File: config.mk
export PLATFORM = sky130hd
export DESIGN_NAME = seg_scan_ctrl_flat
export DESIGN_NICKNAME = d
export VERILOG_FILES = /design/src/rtl/seg_scan_ctrl_if.sv /design/src/rtl/seg_scan_ctrl.sv /design/src/flat_wrapper.sv
export SDC_FILE = /design/constraint.sdc
export NUM_CORES = 1
export LEC_CHECK = 0
export CORE_MARGIN = 2
export CORE_UTILIZATION = 47
export CTS_CLUSTER_DIAMETER = 100
export DETAILED_ROUTE_END_ITERATION = 16
export PLACE_DENSITY = 0.69
export SLEW_MARGIN = 20
export SYNTH_ARGS = -nofsm -noshare
export SYNTH_HDL_FRONTEND = slang
export SYNTH_SLANG_ARGS = --single-unit
File: constraint.sdc
create_clock -name clk -period 3.9 [get_ports clk]
set_input_delay 0.78 -clock clk [delete_from_list [all_inputs] [get_ports clk]]
set_output_delay 0.78 -clock clk [all_outputs]
set_load 0.1 [all_outputs]
File: src/rtl/seg_scan_ctrl_if.sv
// Display-controller bus: per-digit content and masks in, multiplexed segment drive out.
// The master modport drives content and masks; the slave (controller) drives the segment lines.
interface seg_scan_ctrl_if #(
  parameter int NUM_DIGITS = 4
);
  logic [4*NUM_DIGITS-1:0] data;
  logic [NUM_DIGITS-1:0]   dp;
  logic [NUM_DIGITS-1:0]   blank_mask;
  logic [NUM_DIGITS-1:0]   blink_mask;
  logic                    lz_en;
  logic [NUM_DIGITS-1:0]   sm_wei;
  logic [6:0]              sm_duan;
  logic                    sm_dp;
  logic                    frame_start;

  modport master (
    output data, dp, blank_mask, blink_mask, lz_en,
    input  sm_wei, sm_duan, sm_dp, frame_start
  );

  modport slave (
    input  data, dp, blank_mask, blink_mask, lz_en,
    output sm_wei, sm_duan, sm_dp, frame_start
  );
endinterface

File: src/rtl/seg_scan_ctrl.sv
// Time-multiplexed 7-segment scanner: frame-coherent shadows, ghost blanking, blink and LZ suppression.
// Outputs are registered 1 clk behind the scan state; free-running, no backpressure.
module seg_scan_ctrl #(
  parameter int NUM_DIGITS   = 4,
  parameter int SCAN_DIV     = 100_000,
  parameter int BLANK_CYC    = 1_000,
  parameter int BLINK_FRAMES = 250
) (
  input  logic           clk,
  input  logic           rst_n,
  seg_scan_ctrl_if.slave bus
);

  localparam int TW = $clog2(SCAN_DIV);
  localparam int IW = (NUM_DIGITS > 1) ? $clog2(NUM_DIGITS) : 1;
  localparam int FW = (BLINK_FRAMES > 1) ? $clog2(BLINK_FRAMES) : 1;

  localparam logic [TW-1:0] TICK_LAST  = TW'(SCAN_DIV - 1);
  localparam logic [TW-1:0] TICK_BLANK = TW'(BLANK_CYC);
  localparam logic [IW-1:0] IDX_LAST   = IW'(NUM_DIGITS - 1);
  localparam logic [FW-1:0] FRM_LAST   = FW'(BLINK_FRAMES - 1);

  logic [1:0]                  rst_sync_q, rst_sync_d;
  logic [TW-1:0]               tick_q, tick_d;
  logic [IW-1:0]               idx_q, idx_d;
  logic [FW-1:0]               frm_q, frm_d;
  logic                        blink_on_q, blink_on_d;
  logic [NUM_DIGITS-1:0][3:0]  sh_data_q, sh_data_d;
  logic [NUM_DIGITS-1:0]       sh_dp_q, sh_dp_d;
  logic [NUM_DIGITS-1:0]       sh_blank_q, sh_blank_d;
  logic [NUM_DIGITS-1:0]       sh_blink_q, sh_blink_d;
  logic                        sh_lz_q, sh_lz_d;
  logic [NUM_DIGITS-1:0]       wei_q, wei_d;
  logic [6:0]                  duan_q, duan_d;
  logic                        dp_q, dp_d;
  logic                        fs_q, fs_d;

  logic                        run, slot_end, frame_end;
  logic [NUM_DIGITS-1:0]       lz_zero;
  logic                        zero_acc, lz_sup, dark;
  logic [3:0]                  cur_nib;

  function automatic logic [6:0] seg_decode(input logic [3:0] nib);
    case (nib)
      4'h0: seg_decode = 7'h40;
      4'h1: seg_decode = 7'h79;
      4'h2: seg_decode = 7'h24;
      4'h3: seg_decode = 7'h30;
      4'h4: seg_decode = 7'h19;
      4'h5: seg_decode = 7'h12;
      4'h6: seg_decode = 7'h02;
      4'h7: seg_decode = 7'h78;
      4'h8: seg_decode = 7'h00;
      4'h9: seg_decode = 7'h10;
      4'hA: seg_decode = 7'h08;
      4'hB: seg_decode = 7'h03;
      4'hC: seg_decode = 7'h46;
      4'hD: seg_decode = 7'h21;
      4'hE: seg_decode = 7'h06;
      default: seg_decode = 7'h0E;
    endcase
  endfunction

  // Scan state is held at reset values until the synchronised release reaches rst_sync_q[1].
  always_comb begin
    rst_sync_d = {rst_sync_q[0], 1'b1};
    run        = rst_sync_q[1];
    slot_end   = (tick_q == TICK_LAST);
    frame_end  = slot_end && (idx_q == IDX_LAST);

    tick_d     = tick_q;
    idx_d      = idx_q;
    frm_d      = frm_q;
    blink_on_d = blink_on_q;
    sh_data_d  = sh_data_q;
    sh_dp_d    = sh_dp_q;
    sh_blank_d = sh_blank_q;
    sh_blink_d = sh_blink_q;
    sh_lz_d    = sh_lz_q;

    if (run) begin
      tick_d = slot_end ? '0 : tick_q + 1'b1;
      if (slot_end) begin
        idx_d = (idx_q == IDX_LAST) ? '0 : idx_q + 1'b1;
      end
      if (frame_end) begin
        sh_data_d  = bus.data;
        sh_dp_d    = bus.dp;
        sh_blank_d = bus.blank_mask;
        sh_blink_d = bus.blink_mask;
        sh_lz_d    = bus.lz_en;
        if (frm_q == FRM_LAST) begin
          frm_d      = '0;
          blink_on_d = ~blink_on_q;
        end else begin
          frm_d = frm_q + 1'b1;
        end
      end
    end
    fs_d = run && frame_end;
  end

  // lz_zero[i] is set when shadow nibbles i..NUM_DIGITS-1 are all zero.
  always_comb begin
    zero_acc = 1'b1;
    lz_zero  = '0;
    for (int i = NUM_DIGITS - 1; i >= 0; i--) begin
      zero_acc   = zero_acc & (sh_data_q[i] == 4'h0);
      lz_zero[i] = zero_acc;
    end
    cur_nib = sh_data_q[idx_q];
    lz_sup  = sh_lz_q && (idx_q != '0) && lz_zero[idx_q];
    dark    = (tick_q < TICK_BLANK) || sh_blank_q[idx_q] ||
              (sh_blink_q[idx_q] && !blink_on_q) || lz_sup;
    if (dark) begin
      wei_d  = '1;
      duan_d = 7'h7F;
      dp_d   = 1'b1;
    end else begin
      wei_d  = ~(NUM_DIGITS'(1) << idx_q);
      duan_d = seg_decode(cur_nib);
      dp_d   = ~sh_dp_q[idx_q];
    end
  end

  always_ff @(posedge clk or negedge rst_n) begin
    if (!rst_n) begin
      rst_sync_q <= 2'b00;
      tick_q     <= '0;
      idx_q      <= '0;
      frm_q      <= '0;
      blink_on_q <= 1'b1;
      sh_data_q  <= '0;
      sh_dp_q    <= '0;
      sh_blank_q <= '0;
      sh_blink_q <= '0;
      sh_lz_q    <= 1'b0;
      wei_q      <= '1;
      duan_q     <= 7'h7F;
      dp_q       <= 1'b1;
      fs_q       <= 1'b0;
    end else begin
      rst_sync_q <= rst_sync_d;
      tick_q     <= tick_d;
      idx_q      <= idx_d;
      frm_q      <= frm_d;
      blink_on_q <= blink_on_d;
      sh_data_q  <= sh_data_d;
      sh_dp_q    <= sh_dp_d;
      sh_blank_q <= sh_blank_d;
      sh_blink_q <= sh_blink_d;
      sh_lz_q    <= sh_lz_d;
      wei_q      <= wei_d;
      duan_q     <= duan_d;
      dp_q       <= dp_d;
      fs_q       <= fs_d;
    end
  end

  assign bus.sm_wei      = wei_q;
  assign bus.sm_duan     = duan_q;
  assign bus.sm_dp       = dp_q;
  assign bus.frame_start = fs_q;

endmodule

File: src/flat_wrapper.sv
// flat-port wrapper written by rule: the top's interface ports become plain ports
module seg_scan_ctrl_flat 
#(
  parameter int NUM_DIGITS   = 4,
  parameter int SCAN_DIV     = 100_000,
  parameter int BLANK_CYC    = 1_000,
  parameter int BLINK_FRAMES = 250
)
  (clk, rst_n, bus_data, bus_dp, bus_blank_mask, bus_blink_mask, bus_lz_en, bus_sm_wei, bus_sm_duan, bus_sm_dp, bus_frame_start);
  seg_scan_ctrl_if #(.NUM_DIGITS(NUM_DIGITS)) bus_i ();
  input  logic clk;
  input  logic rst_n;
  input wire logic [$bits(bus_i.data)-1:0] bus_data;
  input wire logic [$bits(bus_i.dp)-1:0] bus_dp;
  input wire logic [$bits(bus_i.blank_mask)-1:0] bus_blank_mask;
  input wire logic [$bits(bus_i.blink_mask)-1:0] bus_blink_mask;
  input wire logic [$bits(bus_i.lz_en)-1:0] bus_lz_en;
  output wire logic [$bits(bus_i.sm_wei)-1:0] bus_sm_wei;
  output wire logic [$bits(bus_i.sm_duan)-1:0] bus_sm_duan;
  output wire logic [$bits(bus_i.sm_dp)-1:0] bus_sm_dp;
  output wire logic [$bits(bus_i.frame_start)-1:0] bus_frame_start;
  assign bus_i.data = bus_data;
  assign bus_i.dp = bus_dp;
  assign bus_i.blank_mask = bus_blank_mask;
  assign bus_i.blink_mask = bus_blink_mask;
  assign bus_i.lz_en = bus_lz_en;
  assign bus_sm_wei = bus_i.sm_wei;
  assign bus_sm_duan = bus_i.sm_duan;
  assign bus_sm_dp = bus_i.sm_dp;
  assign bus_frame_start = bus_i.frame_start;
  seg_scan_ctrl #(.NUM_DIGITS(NUM_DIGITS), .SCAN_DIV(SCAN_DIV), .BLANK_CYC(BLANK_CYC), .BLINK_FRAMES(BLINK_FRAMES)) u_core (.clk(clk), .rst_n(rst_n), .bus(bus_i));
endmodule
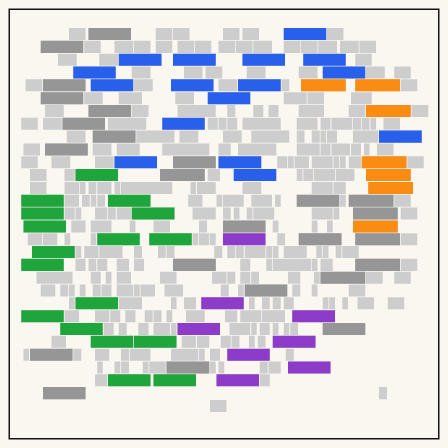
run_1/flops_by_reg.png
- u_core.frm_q: purple (sequential cells 8; where bottom middle)
- u_core.bus.sm_duan: orange (sequential cells 7)
- u_core.tick_q: green (sequential cells 17)
- u_core.sh_data_q: blue (sequential cells 16)
sequential-cell power consumption: 0.810 mW
utilization of the core after routing: 58.0%
footprint of the flip-flops and latches: 1820 µm²
fraction of standard cell area that is sequential: 43.0%

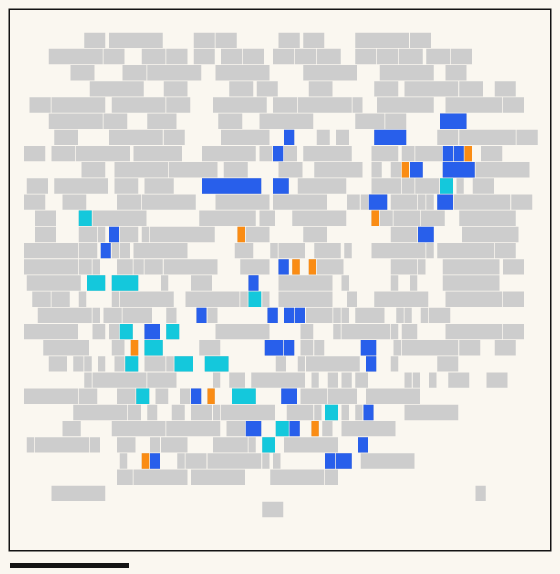
run_1/logic_types.png
Scale bar: 20 µm.
- aoi and oai cells: blue (cells 35; most used o21ai_0)
- inv cells: orange (cells 10; most used inv_1)
- and/or cells: cyan (cells 16; most used or3_1)
non-filler instance count after layout: 448
logic share of the area: 38.2%
most frequently placed logic cell in the final layout: sky130_fd_sc_hd__dfrtp_1

==> run notes, run 1 <==
For this design the total switching power over the nets is 0.351 mW. The flow ran to the end, and the final reports show no timing, DRC or antenna violations. The cell count after placement came out at 432. Family with the most delay on the worst path: buffers and inverters.

The biggest area consumer among synthesized cells is sky130_fd_sc_hd__dfrtp_1. In the final layout, clock buffers and inverters account for 4.41% of the cell area. After synthesis, the design contains 296 cells according to Yosys. The run gives 90.8 µm for the horizontal die dimension. The prevailing logic family in the synthesized netlist is simple AND/OR/NAND/NOR gates.

STA shows the worst min-delay path finishing at u_core.rst_sync_q[1]$_DFF_PN0_. For this design, the slowest cell found on the critical path is sky130_fd_sc_hd__clkdlybuf4s50_1. The tools report the timing endpoint of the critical path as bus_sm_duan[5]. The post-placement cell area is 4040 µm². The routed design shows a via density per instance of 5.47.

Counting the warning lines in the Yosys log gives 0. For this run, the post-layout net count is 388. With the maximum clock frequency at 360 MHz, the count of endpoints failing hold in the final timing report is 0. The setup path with the least slack is of type reg2out. Register with the highest flop count: u_core.tick_q. sky130_fd_sc_hd__dfrtp_1 is the most common cell in the netlist.

The final layout report lists a clock buffer count of 9. In this run the critical register-to-register path is launched from u_core.idx_q[0]$_DFFE_PN0P_. For the worst-case vdd ir drop, the log shows 0.220 mV. The group that draws the most power in this run is registers.

For this run the aggregate overflow at the end of global routing stands at 0. The chip occupies 8240 µm². The number of warning messages in the logs is 35.

Simple logic cell fraction of the synthesized area: 16.1%. For the worst reg-to-reg path, the endpoint reported by OpenROAD is u_core.bus.sm_duan[2]$_DFF_PN1_. The tools report the routed metal-1 wirelength as 3.38 mm.

Non-clock buffers make up 10.6% of the layout cell area. The slew at the pin with the worst max-slew slack came out at 0.981 ns. The detail route stage leaves a number of antenna-violating nets equal to 0. The worst register-to-register path depth is 3.

The run gives 0 as the number of hold-repair buffers added at the cts stage. Before CTS, the worst setup slack after placement is 1.46 ns. The area of the core came out at 7290 µm². The cell kind with the greatest summed area is registers.

For reference, the mux area share after synthesis is 14.2%. The logs give 0 for the antenna diode instance count and 2 for the worst-case clock buffer depth. The net count entering floorplan is 340. The later pin in the worst-skew pair is clocked with a latency of 0.34 ns. The worst setup path is captured at a primary output. The number of violations of the max-capacitance limit came out at 0. After Yosys synthesis, full adders, half adders and majority gates account for 4.60% of the synthesized area.

Switching power as a fraction of the total was reported as 23.9%. The run gives 55.2% as the sequential share of power. In the routed design, unresolved DRC markers number 0.

After detailed routing, no signal wire sits above met4. The vertical extent of the die is 90.8 µm, and the maximum fanout encountered on the critical timing path is 1. A synthesized cell averages 12.0 µm². The layout report lists the multi-input gate area as 1620 µm².

The minimum clock period was 2.78 ns. The signed area change from the synthesized netlist to the final layout was 19.5%; the total power was 1.47 mW. With the layout multi-input combinational cell count at 205, the least setup slack across all paths after layout is 1.12 ns. The clock slew at the register clock pins of the worst setup and hold paths came out at 0.07 ns. The launch point of the worst min-delay path is recorded as u_core.rst_sync_q[0]$_DFF_PN0_. The run gives 3.24 mm for the total met2 wirelength after detailed routing. The tools report the post-synthesis instance total as 296. Of all flip-flops after synthesis, the portion carrying an async set or reset was 100%.

The type recorded for the worst min-delay path is reg2reg. Number of distinct library cells after synthesis: 48. The logs give 0 for the final setup violation count and 0 for the number of antenna violations at the first check in global routing. Summed over the clock group, the power is 0.564 mW. After detailed routing, the met3 layer carries 234 µm of wire.

The main area contributors are sky130_fd_sc_hd__dfrtp_1, sky130_fd_sc_hd__dfstp_2, sky130_fd_sc_hd__mux2_2, sky130_fd_sc_hd__ha_1, sky130_fd_sc_hd__mux4_2. Listed in order, past its start point the critical path passes clkdlybuf4s50_1. The worst clock skew was 0.00515 ns. TritonCTS built the clock tree. Per the gpl log, the routability congestion estimate is 0.819. The cell-mix breakdown from Yosys lists the compound-gate area share as 7.42%. The power in combinational cells came out at 0.0936 mW. The logs give 6.4% for the combinational cell fraction of total power and 0 for the final max-slew violation count. The run gives 4 as the count of TritonRoute iterations in the first routing pass. For this run, the register share of the synthesized area comes to 51.4%.

The design received a total of 99 well taps at floorplan. The top-area cell type share of the netlist area works out to 41.7%. As logged by OpenROAD, the buffers inserted on ports number 43. The power density of the placed cells is 347 nW/µm², and the worst relative slew slack is 34.4%. The total non-filler cell area in the finished layout is 4230 µm², and the average detailed-routed wire length per instance is 15.5 µm. The run gives 1.79 nW as the leakage dissipation. The filler cells instantiated in the layout total 643.

The synthesized netlist devotes 3.22% of its cell area to XOR and XNOR gates. The run gives 72 as the number of flip-flops and latches. The synthesized netlist occupies a cell area of 3540 µm². The logs give 9 for the total CTS buffers and 6.94 mm for the routed wire length. The synthesized netlist has a Yosys-reported chip area of 3540 µm². The sum of buffers and inverters on the critical path came out at 1.

Among all stages on the critical path, the maximum delay recorded is 1.13 ns. The period utilization works out to 71.2%. The commonest cells after synthesis are sky130_fd_sc_hd__dfrtp_1, sky130_fd_sc_hd__nand2_1, sky130_fd_sc_hd__mux2_2. Post-route worst hold slack: 0.363 ns.

The floorplan core density was 48.5%; the number of core rows was 31. In this run the clock root is driven by a sky130_fd_sc_hd__clkbuf_8. The critical path arrival was 2.00 ns; the first-pass GRT wire length was 11.5 mm.

Global-route track usage on met1: 25.1%. In the final layout, excluding clock inverters the inverter count is 10. The number of H-tree levels was 3. Setup repair after global routing left no endpoint under its margin. For met2 alone, demand over resource in global routing was 26.7%. The critical path required time was 3.12 ns. Post-CTS repair changed the size of 0 cells. The run gives 1.48 ns for the register-to-register setup slack.

The largest registers in the layout are u_core.tick_q x17, u_core.sh_data_q x16, u_core.frm_q x8. The number of clock sinks came out at 72. The share of cells above drive strength 1 is 22.6%, and the final HPWL from detailed placement is 5.04 mm. The count of cell instances traversed by the critical path was 1.
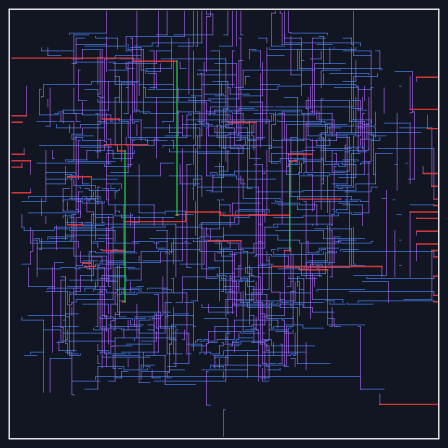
run_1/wires.png
- metal 4: green (wire length 83.6 µm)
- metal 1: blue (wire length 3380 µm)
- metal 2: purple (wire length 3240 µm)
- metal 3: red (wire length 235 µm)

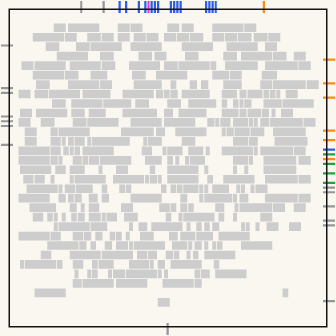
run_1/io_placement.png
Pins as bars across the die edge, other pins in grey.
- bus_sm_wei: green (pins 4; direction output; edge right)
- bus_lz_en: magenta (pins 1; direction input; edge top)
- bus_sm_duan: orange (pins 7; direction output; edge 6 right, 1 top)
- bus_data: blue (pins 16; direction input; edge 15 top, 1 right)

run_1/clocks.png
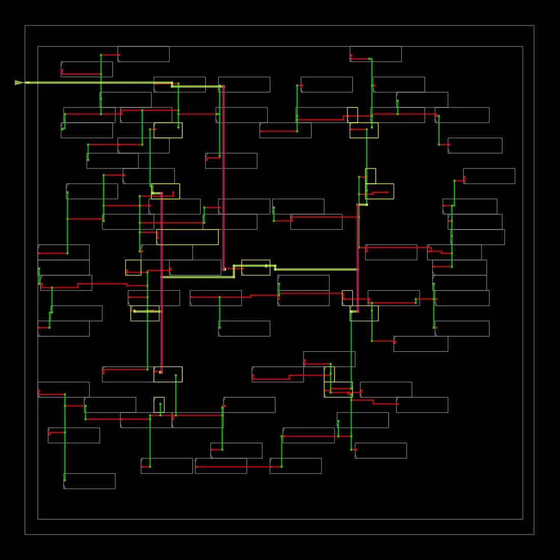

## Run 2: what changed since run 1
- clock period: 3.9 -> 2.8 ns (I/O delays scaled with it)
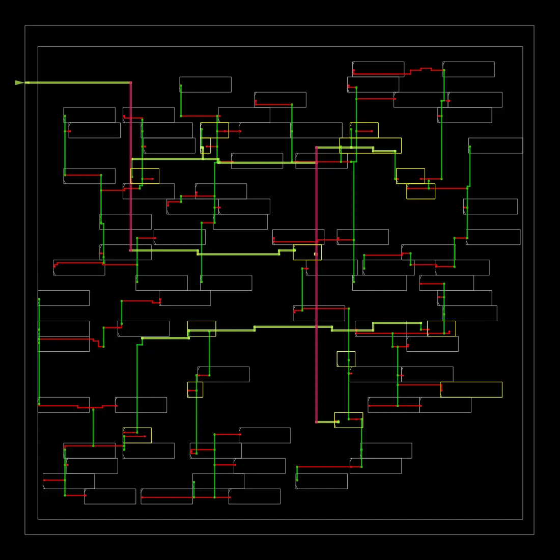
run_2/clocks.png
CTS sink count: 72
clock latency on the worst-skew pair: 0.35 ns
power drawn by the clock network: 0.912 mW
number of clock buffers inserted by TritonCTS: 9

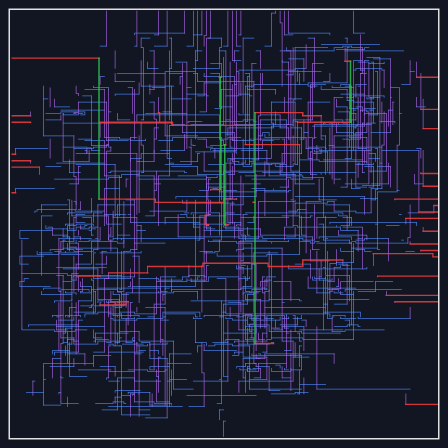
run_2/wires.png
- metal 3: red (wire length 322 µm)
- metal 2: purple (wire length 3270 µm)
- metal 4: green (wire length 133 µm)
- metal 1: blue (wire length 3260 µm)
drt wl/cell: 15.5 µm
via count: 2430
total routed wirelength: 6.98 mm
gr usage total: 18.3%

==> run 2 against run 1 <==
Effect of this change:
- count of clock-buffer cells in the layout up 1
- setup slack worse by 0.53 ns
- core utilization up 0.41 points
- clock power up 62%
- critical path type is now reg2reg
==> run notes, run 2 <==
With the cell count after placement at 436, the sequential share of power is 52.0%. For reference, full adder, half adder and majority cells occupy 4.60% of the area reported after synthesis. The run finished with clean final reports. With the leakage dissipation at 1.82 nW, the number of nets in the layout is 392. Worst relative slew slack: 60.9%. The register with the highest flop count was u_core.tick_q. In the final layout, the fill cell count is 624. The tools report the mapped cell area as 3540 µm². Of the total synthesized cell area, the portion taken by AND-OR and OR-AND cells is 7.42%. The finished layout holds 451 standard cells, fillers aside. The tools report the combinational cell fraction of total power as 6.0%. The kind of path behind the tightest hold check is in2async. In the final layout, the registers with the most flip-flops are u_core.tick_q x17, u_core.sh_data_q x16, u_core.frm_q x8. The final setup violation count was 0; the number of H-tree levels was 3. The largest part of the power goes to registers.

For the number of violations of the max-capacitance limit, the log shows 0. Simple logic cell fraction of the synthesized area: 16.1%. For this run, the top clock speed supported by timing is 453 MHz. After detailed routing, no signal wire sits above met4.

Setup repair after global routing left no endpoint under its margin. In this run the register-to-register setup slack is 0.59 ns. The timing endpoint of the critical path was u_core.bus.sm_duan[5]$_DFF_PN1_. The layout has 10 clock buffers. The layout report lists the clock-cell share of area as 5.14%. The die footprint was 8240 µm². TritonCTS built the clock tree. Per the summary, power density relative to cell area is 510 nW/µm².

The pre-antenna-repair detailed-routing pass consisted of 4 iterations. In the layout the tool counted multi-input logic cells amounting to 205. The floorplan step records an initial core utilization of 48.5%. Net switching is 22.9% of the power. The minimum clock period is 2.21 ns, and the delay of the slowest critical-path stage is 0.71 ns. Global routing consumed, on the met1 layer, 23.8% of the routing resources. The run gives 1820 µm² for the area used by sequential logic in the layout. The tools report the worst-case vdd ir drop as 0.336 mV. 0 antenna diodes ended up in the layout. Biggest area consumer among synthesized cells: sky130_fd_sc_hd__dfrtp_1. Detail-routed via count per cell: 5.39. Overall power consumption after layout is estimated at 2.17 mW.

The floorplan has 31 rows. The tools report the post-placement worst setup slack as 0.569 ns. On the final layout, the worst clock skew is 0.0100 ns. The tools report the number of antenna violations at the first check in global routing as 0. Yosys reports that the most numerous cell types are sky130_fd_sc_hd__dfrtp_1, sky130_fd_sc_hd__nand2_1, sky130_fd_sc_hd__mux2_2. Of all flip-flops after synthesis, the portion carrying an async set or reset was 100%. Post-route DRC violation count: 0. Yosys instantiated no cell more often than sky130_fd_sc_hd__dfrtp_1. The layout report lists the multi-input gate area as 1620 µm².

Among all stages on the critical path, the largest delay is contributed by sky130_fd_sc_hd__dfrtp_1. The total area inside the core boundary comes to 7290 µm². Once detail routing completed, the nets flagged for antenna violations numbered 0. The tools report the number of warning messages in the yosys log as 0.

The layout report gives the register share of total cell area as 42.7%. The post-placement cell area was 4040 µm². For the pin with the worst max-slew slack, the measured transition is 0.584 ns. In the final report, the number of hold violations comes to 0. With the horizontal die dimension at 90.8 µm, the top-area cell type share of the netlist area is 41.7%. The power in sequential cells came out at 1.13 mW. The cell sitting at the root of the clock tree is a sky130_fd_sc_hd__clkbuf_8.

The required time at the worst endpoint is listed as 3.08 ns. Per the timing report, the most critical flop-to-flop path originates at u_core.idx_q[0]$_DFFE_PN0P_. No sink is reached through more buffers than the 2 on the longest clock path.

For reference, the final report shows the max-slew violation count at 0. Net count entering floorplan: 340. The number of sequential cells reported for the layout is 72. For the met3 layer wire length in the routed design, the log shows 322 µm.

The number of standard cells reported by yosys came out at 296. For the number of distinct library cells after synthesis, the log shows 48. By area, the class that comes first in the final layout consists of registers. STA shows the worst reg2reg path with a cell count of 6. The synthesis report lists the most area-consuming cells as sky130_fd_sc_hd__dfrtp_1, sky130_fd_sc_hd__dfstp_2, sky130_fd_sc_hd__mux2_2, sky130_fd_sc_hd__ha_1, sky130_fd_sc_hd__mux4_2. The tools report the number of hold-repair buffers added at the cts stage as 0.
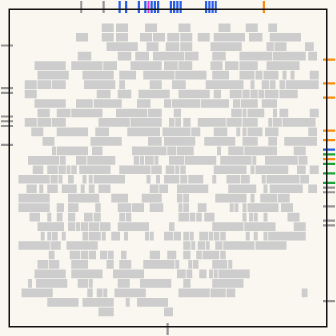
run_2/io_placement.png
Pins as bars across the die edge, other pins in grey.
- bus_data: blue (pins 16; direction input; edge 15 top, 1 right)
- bus_sm_wei: green (pins 4; direction output; edge right)
- bus_lz_en: magenta (pins 1; direction input; edge top)
- bus_sm_duan: orange (pins 7; direction output; edge 6 right, 1 top)

run_2/flops_by_reg.png
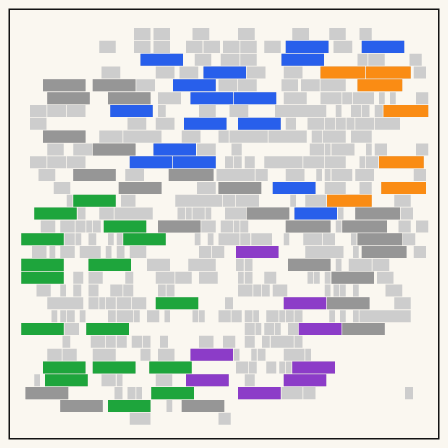

## Run 3: what changed since run 2
- clock period: 2.8 -> 2.23 ns (I/O delays scaled with it)
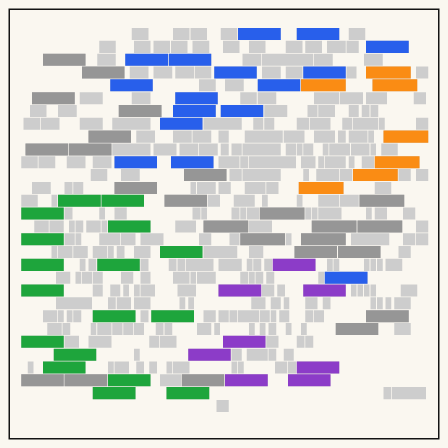
run_3/flops_by_reg.png
- u_core.sh_data_q: blue (sequential cells 16)
- u_core.tick_q: green (sequential cells 17)
- u_core.bus.sm_duan: orange (sequential cells 7)
- u_core.frm_q: purple (sequential cells 8; where bottom middle)
- not coloured: 24

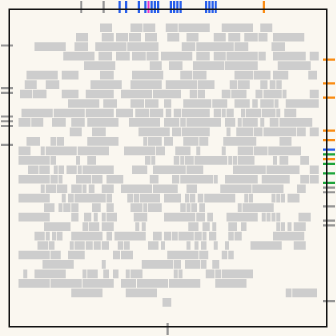
run_3/io_placement.png
Pins as bars across the die edge, other pins in grey.
- bus_sm_wei: green (pins 4; direction output; edge right)
- bus_lz_en: magenta (pins 1; direction input; edge top)
- bus_data: blue (pins 16; direction input; edge 15 top, 1 right)
- bus_sm_duan: orange (pins 7; direction output; edge 6 right, 1 top)
count of port buffers added during placement: 43
Die Wd: 90.8 µm
die extent in y: 90.8 µm

==> run 3 against run 2 <==
Effect of this change:
- count of clock-buffer cells in the layout rose by 3
- largest power group unchanged
- clock skew shrank 0.0055 ns
- first-iteration DRC count increased by 28%
- die size unchanged
- sequential share of layout area decreased by 0.18 points
- via count shrank 0.49%
- worst hold slack worse by 0.0037 ns
- non-clock buffer count up 2
- sequential power rose by 26%
- largest cell class unchanged
==> run notes, run 3 <==
After detailed routing, the average wire length per cell comes to 14.9 µm. Setup repair after global routing left no endpoint under its margin. Number of distinct library cells after synthesis: 48. The tools report the post-synthesis instance total as 296. Averaged over all synthesized cells, the footprint is 12.0 µm². The run finished with clean final reports. Biggest area consumer among synthesized cells: sky130_fd_sc_hd__dfrtp_1.

The chip area from the yosys synthesis statistics came out at 3540 µm². The run gives 42.5% for the register share of the cell area. For this run, global-route usage on met2 was measured as 25.8%. The critical path required time was 2.50 ns.

The registers reported with the highest flop counts are u_core.tick_q x17, u_core.sh_data_q x16, u_core.frm_q x8. The run gives 48.5% as the floorplan core density. The compound-gate portion of the synthesized area was 7.42%. For the post-route DRC violation count, the log shows 0.

Global-route track usage on met1: 25.3%. Walking the worst path, the cells encountered are ha_1 -> and3b_1 -> nand3_2 -> or3_4 -> or3_1 -> o21ai_1. The xor-xnor portion of the synthesized cell area is 3.22%, and the critical path arrival is 2.27 ns.

The net count entering floorplan is 340. The routed wire length was 6.75 mm; the number of warning messages in the logs was 35. On the final layout, the worst hold slack is 0.122 ns. Prevailing logic family in the synthesized netlist: simple AND/OR/NAND/NOR gates. Counting the fill cells in the layout gives 610. For the routed metal-1 wirelength, the log shows 3.19 mm. The timing endpoint of the critical path was u_core.frm_q[1]$_DFFE_PN0P_. The final layout contains a sequential cell count of 72.

For reference, the mux area share after synthesis is 14.2%. Per the GRT congestion report, total overflow comes to 0. Looking at the reg2reg group, the worst path starts from u_core.tick_q[0]$_DFFE_PN0P_. With the final max-slew violation count at 0, the share of cells above drive strength 1 is 27.3%. Delay of the slowest critical-path stage: 0.44 ns. Along the critical path, the tally of buffer and inverter instances is 0. The script logs the ratio of routed vias to standard cells as 5.33. For the combinational group, total power comes out at 0.165 mW.

The run gives 0 as the post-route antenna net violation count. The maximum clock frequency was 498 MHz. The destination of the worst register-to-register timing path is u_core.frm_q[1]$_DFFE_PN0P_. The number of signal-net inverters in the final layout was 10. After synthesis, the cell types taking the most area are sky130_fd_sc_hd__dfrtp_1, sky130_fd_sc_hd__dfstp_2, sky130_fd_sc_hd__mux2_2, sky130_fd_sc_hd__ha_1, sky130_fd_sc_hd__mux4_2.

Summing the areas of all fa, ha and maj instances in the mapped netlist gives 4.60% of the synthesized area. The clock network consumes a total of 1.04 mW. The post-placement cell area is 4080 µm². The run gives 0 for the number of instances resized during post-cts repair. The fraction of final cell area spent on non-clock buffers in this run is 11.3%.

The run gives 0.824 as the routability congestion estimate. The later pin in the worst-skew pair is clocked with a latency of 0.34 ns. The longest clock path from root to sink contains 2 buffers. The clock tree root driver cell is sky130_fd_sc_hd__clkbuf_8. In this run, flip-flops and latches consume 54.1% of the power.

The cell kind with the greatest summed area is registers. After layout, the worst setup slack is 0.224 ns. On the critical path, the stage with the largest delay is an instance of sky130_fd_sc_hd__or3_4. The die footprint is 8240 µm², and the cell depth of the worst flop-to-flop path is 6. Across the VDD grid, the largest voltage drop is 0.412 mV.

The layout stage reports a final design area of 4280 µm². The mapped cell area came out at 3540 µm². The logs give 72 for the number of clock sinks and 13 for the total of clock buffers placed in the layout. At the end of the flow, the number of nets in the layout was 394. Excluding fillers, the count of instances in the completed layout stands at 454.

In this run the maximum-capacitance check reported violations numbering 0. The setup path with the least slack is of type reg2reg. The tools report the number of hold-repair buffers added at the cts stage as 0.

Number of antenna violations at the first check in global routing: 0. The register-to-register setup slack was 0.22 ns. Per the cell usage report, the commonest logic cell in the layout is sky130_fd_sc_hd__dfrtp_1. The kind of path behind the tightest hold check was in2async.
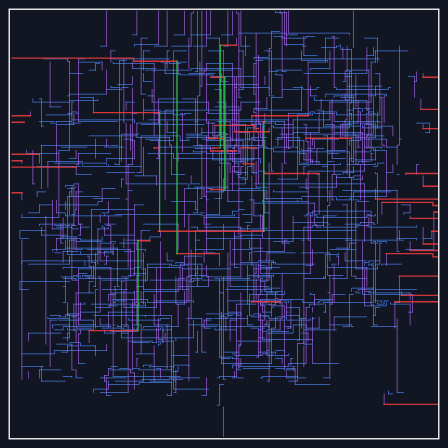
run_3/wires.png
- metal 4: green (wire length 154 µm)
- metal 1: blue (wire length 3190 µm)
- metal 2: purple (wire length 3090 µm)
- metal 3: red (wire length 318 µm)

Power and IR drop assume default switching activity.
